File: src/rtl/cpu6502_status_reg.sv
// cpu6502_status_reg: 6502 processor status register with prioritised flag writes,
// synchronised set-overflow pin and a one-instruction delayed interrupt mask.
module cpu6502_status_reg #(
    parameter int SO_SYNC_STAGES = 2,
    parameter bit CMOS           = 1'b0
) (
    input  logic       clk,
    input  logic       rst_n,
    input  logic       ce,
    input  logic       instrEnd,
    input  logic       aluCarry,
    input  logic       aluZero,
    input  logic       aluNegative,
    input  logic       aluOverflow,
    input  logic [3:0] flagWe,
    input  logic       loadP,
    input  logic [7:0] dataIn,
    input  logic       setFlag,
    input  logic       clrFlag,
    input  logic [2:0] flagSel,
    input  logic       intEntry,
    input  logic       pushBrk,
    input  logic       soN,
    output logic [7:0] pOut,
    output logic [7:0] pushValue,
    output logic       carryFlag,
    output logic       decimalFlag,
    output logic       overflowFlag,
    output logic       irqMask
);
    logic                      n, v, d, i, z, c;
    logic [SO_SYNC_STAGES-1:0] so_sync;
    logic                      so_last, so_pend, so_fall, so_apply;
    logic [7:0]                p_cur, p_nxt;
    logic                      unused_bits;

    assign p_cur        = {n, v, 2'b11, d, i, z, c};
    assign pOut         = p_cur;
    assign pushValue    = {n, v, 1'b1, pushBrk, d, i, z, c};
    assign carryFlag    = c;
    assign decimalFlag  = d;
    assign overflowFlag = v;
    assign so_fall      = so_last & ~so_sync[SO_SYNC_STAGES-1];
    assign so_apply     = so_pend & ce;
    assign unused_bits  = ^p_nxt[5:4];

    always_comb begin
        p_nxt = p_cur;
        if (loadP) begin
            p_nxt = dataIn;
        end else if (intEntry) begin
            p_nxt[2] = 1'b1;
            if (CMOS) p_nxt[3] = 1'b0;
        end else begin
            if (flagWe[0]) p_nxt[0] = aluCarry;
            if (flagWe[1]) p_nxt[1] = aluZero;
            if (flagWe[2]) p_nxt[6] = aluOverflow;
            if (flagWe[3]) p_nxt[7] = aluNegative;
            // bits 4/5 are not real flags; set+clr together holds the flag
            if ((setFlag | clrFlag) && flagSel[2:1] != 2'b10)
                p_nxt[flagSel] = (setFlag & clrFlag) ? p_cur[flagSel] : setFlag;
        end
        if (so_apply) p_nxt[6] = 1'b1;
    end

    always_ff @(posedge clk or negedge rst_n) begin
        if (!rst_n) begin
            so_sync <= '1;
            so_last <= 1'b1;
            so_pend <= 1'b0;
        end else begin
            so_sync <= {so_sync[SO_SYNC_STAGES-2:0], soN};
            so_last <= so_sync[SO_SYNC_STAGES-1];
            so_pend <= so_fall | (so_pend & ~ce);
        end
    end

    always_ff @(posedge clk or negedge rst_n) begin
        if (!rst_n) begin
            {n, v, d, z, c} <= '0;
            i               <= 1'b1;
            irqMask         <= 1'b1;
        end else if (ce) begin
            {n, v}        <= p_nxt[7:6];
            {d, i, z, c}  <= p_nxt[3:0];
            // mask follows the I value from before this cycle, unless entering an interrupt
            if (intEntry)      irqMask <= 1'b1;
            else if (instrEnd) irqMask <= i;
        end
    end
endmodule

File: config.mk
export PLATFORM = sky130hd
export DESIGN_NAME = cpu6502_status_reg
export DESIGN_NICKNAME = d
export VERILOG_FILES = /design/src/rtl/cpu6502_status_reg.sv
export SDC_FILE = /design/constraint.sdc
export NUM_CORES = 1
export LEC_CHECK = 0
export CAP_MARGIN = 20
export CORE_MARGIN = 8
export CORE_UTILIZATION = 39
export CTS_CLUSTER_SIZE = 25
export DETAILED_ROUTE_END_ITERATION = 16
export PLACE_DENSITY = 0.79
export SYNTH_ARGS = -nofsm -noshare
export SYNTH_HDL_FRONTEND = slang
export SYNTH_SLANG_ARGS = --single-unit
File: constraint.sdc
create_clock -name clk -period 1.54 [get_ports clk]
set_input_delay 0.385 -clock clk [delete_from_list [all_inputs] [get_ports clk]]
set_output_delay 0.385 -clock clk [all_outputs]
set_load 0.02 [all_outputs]
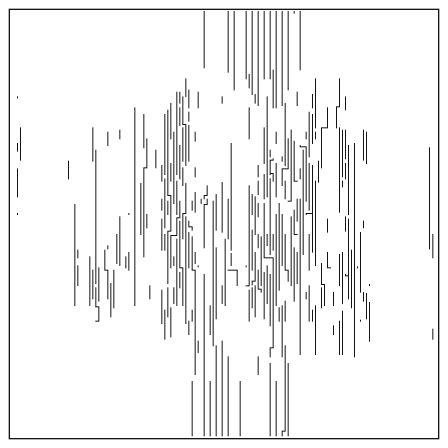
(M2 wires)
The wires run mostly vertical. The longest straight run is 32.6 um. 165 nets have wire on it. The layer holds 49% of the routed length. The layer carries 1,480 um of wire.
drt total wl: 3040 um
DR vias: 999
met2 Resource Use GR: 0.245

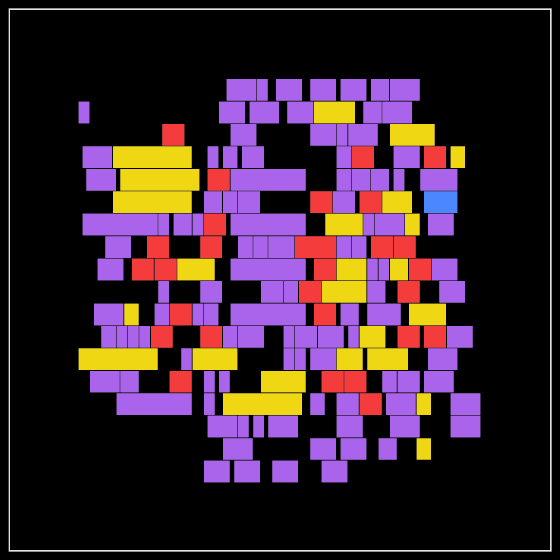
(sizing map)
Key: yellow = drive 2 [cells 24]; purple = drive 1 or less [cells 110]; red = drive 3 to 4 [cells 28]; blue = drive 6 and up [cells 1]
final worst slack: 0.0481 ns
Non-clk bufs: 67
Layout area overhead: 53.7%
Final Instance Area: 1470 um2

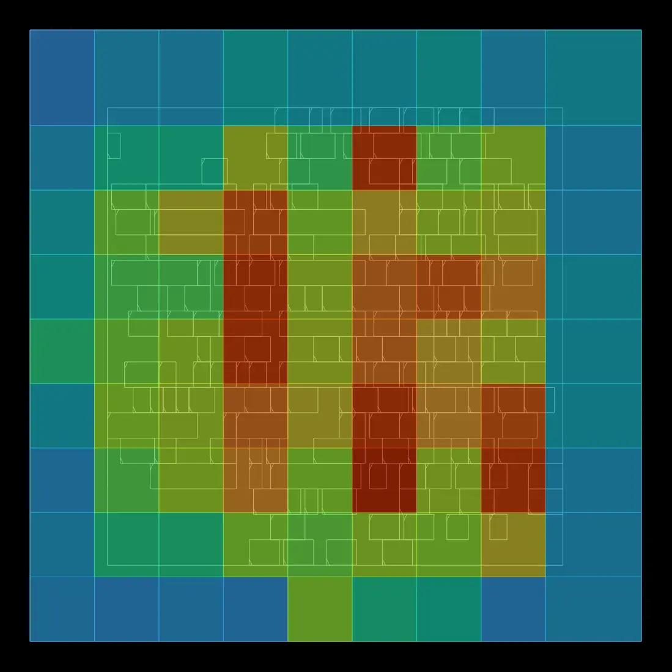
(track usage over the die)
grt met1 use: 0.173
DR WL/cell: 15.8 um
Tot GR Track Use: 0.145

==> impl_metrics.ini <==
; implementation run metrics
[pwr]
finalPower_mw = 1.06
internal_power_mw = 0.664
power_density_nw_per_um2 = 725
swShare = 0.375
clkPwrFrac = 0.179
p_comb_frac = 0.470
switchingPower_mw = 0.398
ir_drop_mv = 0.564
seq_power_share = 0.351
p_leak_nw = 0.655

[clocking]
clock_sinks = 11
worst_skew_pair.late_latency_ns = 0.26
cts_hold_buf = 0
cts_root_buffer = clkbuf_4
numCtsBuffers = 3
h-tree-depth = 1
clockBufferDepth = 2
path_clk_slew_ns = 0.07
cts_tree = done

[place]
post_dp_cell_area_um2 = 1390
placedCellCount = 184
dp_hpwl_um = 2370
place_congestion = 0.808
io_buffers = 41
dp_slack_ns = -0.404

[setup_path]
worstPathCellList = buf_4 -> nand4bb_1 -> o2111ai_2 -> o221ai_1 -> a221oi_2
cp.depth = 5
worst-r2r-cell-count = 5
worst-path-buf-inv = 1
crit_arrival_ns = 1.67
cp_max_fo = 4
r2r_start = i
end_kind = flip-flop
critical_path.endpoint = i
r2r_end = i
start_kind = flip-flop
worstSetupStartpoint = i
r2r_slack_ns = 0.05
worst_path_largest_cell_delay_ns = 0.55
crit_required_ns = 1.72
crit_type = reg2reg
slowest_stage = dfstp_2
cpLargestDelayFamily = AND-OR/OR-AND gates

[final_layout]
nNetsFinal = 193
utilization = 0.614
diodes = 0
fin_cells = 193
layout-drive-gt1-share = 0.325

[logic_synthesis]
edf_count = 0
synth_seq_share = 0.295
ys_warn_count = 0
yosys_area_um2 = 953
avgSynthCellArea_um2 = 8.59
ys_cells = 111
ys.flop_type = dfrtp_1
synth_cells = 111
ys_seq_elements = 11
synth_area_um2 = 953
async_flop_share = 1.00
yosysUniqueCellTypes = 35

[sta]
whs_ns = 0.361
finalHoldViolCount = 0
setup_violations = 0
final.setup.tns_ns = 0
clock_skew_ns = 0.00455
period_needed_ns = 1.49
rsz0062_at_grt = true
period_used_share = 0.969
max_clock_freq_mhz = 670
maxSlewViolCount = 0

[die]
die_area_um2 = 4280
die_y_um = 65.4
rows = 18
ios = 49
die_width_um = 65.4
coreArea_um2 = 2390
core_util_floorplan = 0.399

[detailed_routing]
drt_iter0_drc = 39
firstDrtPassIters = 4
wl_met2_um = 1480
remaining_drc_errors = 0
viasPerCell = 5.18
wl_met3_um = 203
wirelength_met1_um = 1330
ant_nets = 0
top_layer = met4

[global_route]
antenna_found_initial = 0
grt_pass1_wl_um = 5060
grt_pass1_vias = 1065
grt.overflow.total = 0
grt_max_degree = 13

[flow_run]
max_cap_violations = 0
warnings = 29

[worst_hold_path]
min_path_type = reg2reg

[run_status]
status = complete, no violations
==> cell usage in the layout, fill, tap and decap left out, types with 2 or more instances in the layout <==
cell,n
nor3_2,2
o22ai_1,2
conb_1,3
nand4_1,2
dlygate4sd2_1,19
inv_1,10
o21a_1,2
nand3_1,2
a21oi_1,6
a21oi_2,2
a221oi_2,3
clkbuf_2,4
buf_4,24
nor2_1,5
o21ai_0,6
mux2i_1,2
a32oi_1,2
dfrtp_1,6
nand2_1,6
dfstp_2,5
clkdlybuf4s50_1,17
o31ai_1,3
nor2b_1,4
mux2i_2,2
clkbuf_4,3
==> cell families (layout without fill, tap and decap cells) <==
group	count (synthesis)	after routing	synth area share
other	1	3	0.00393
buffers and inverters	31	81	0.220
and+or+nand+nor	27	27	0.157
muxes	4	4	0.0420
AOI/OAI and AO/OA	37	37	0.281
DFF	11	11	0.295
==> power groups by stage <==
stage	sequential [mW]	combinational, mW	clock (mW)
floorplan	0.388	0.301	0
global placement	0.376	0.518	0
detailed placement	0.377	0.522	0
CTS	0.371	0.493	0.202
global route	0.381	0.539	0.216
finish	0.373	0.500	0.190
==> cell usage after synthesis (2+ instances only) <==
master	number	area share
dfstp_2	5	0.14
nor2b_1	4	0.026
dfrtp_1	6	0.16
inv_1	10	0.039
nand2_1	6	0.024
buf_4	17	0.13
o21a_1	2	0.016
o21ai_0	6	0.031
nor3_1	3	0.016
o31ai_1	3	0.024
mux2i_1	4	0.042
nand4_1	2	0.013
buf_6	4	0.047
a21oi_1	8	0.042
a31oi_1	2	0.013
o22ai_1	2	0.013
nor2_1	5	0.020
a32oi_1	2	0.018
nand3_1	2	0.010
a221oi_1	3	0.028
==> sequential cells by signal (all words and copies together), names as in the netlist <==
signal,count
overflowFlag,1
i,1
carryFlag,1
so_pend,1
irqMask,1
so_last,1
z,1
so_sync,2
n,1
decimalFlag,1
==> how the worst min path moves through the flow <==
stage               startpoint         end  slack [ns]  cells after the start
finish              so_sync[0]  so_sync[1]        0.36                      0
global route        so_sync[0]  so_sync[1]        0.37                      0
CTS                 so_sync[0]  so_sync[1]        0.36                      0
detailed placement  so_sync[0]  so_sync[1]        0.35                      0
global placement    so_sync[0]  so_sync[1]        0.35                      0
floorplan                rst_n   carryFlag        0.09                      0
==> what timing repair did <==
item                                   CTS  global route
gates cloned                             1             0
pin swaps                                5             5
buffers inserted                         3             1
setup endpoints to repair               22             9
endpoints found under the hold margin    0             0
gates resized                           33            10
==> routing by layer <==
metal / up-vias / track usage
met5: - / 0
met4: 0 / 0.0599
met3: 4 / 0.0323
met2: 29 / 0.245
met1: 474 / 0.173
li1: 492 / -
==> final cells by class <==
class / count / area, um2
clock buffers: 4 / 26.3
fillers: 223 / 922
inverters: 10 / 37.5
multi-input cells: 71 / 517
flip-flops and latches: 11 / 282
well taps: 30 / 37.5
repair buffers: 67 / 566
No activity file was given, so power comes from the tool's default toggle rates.
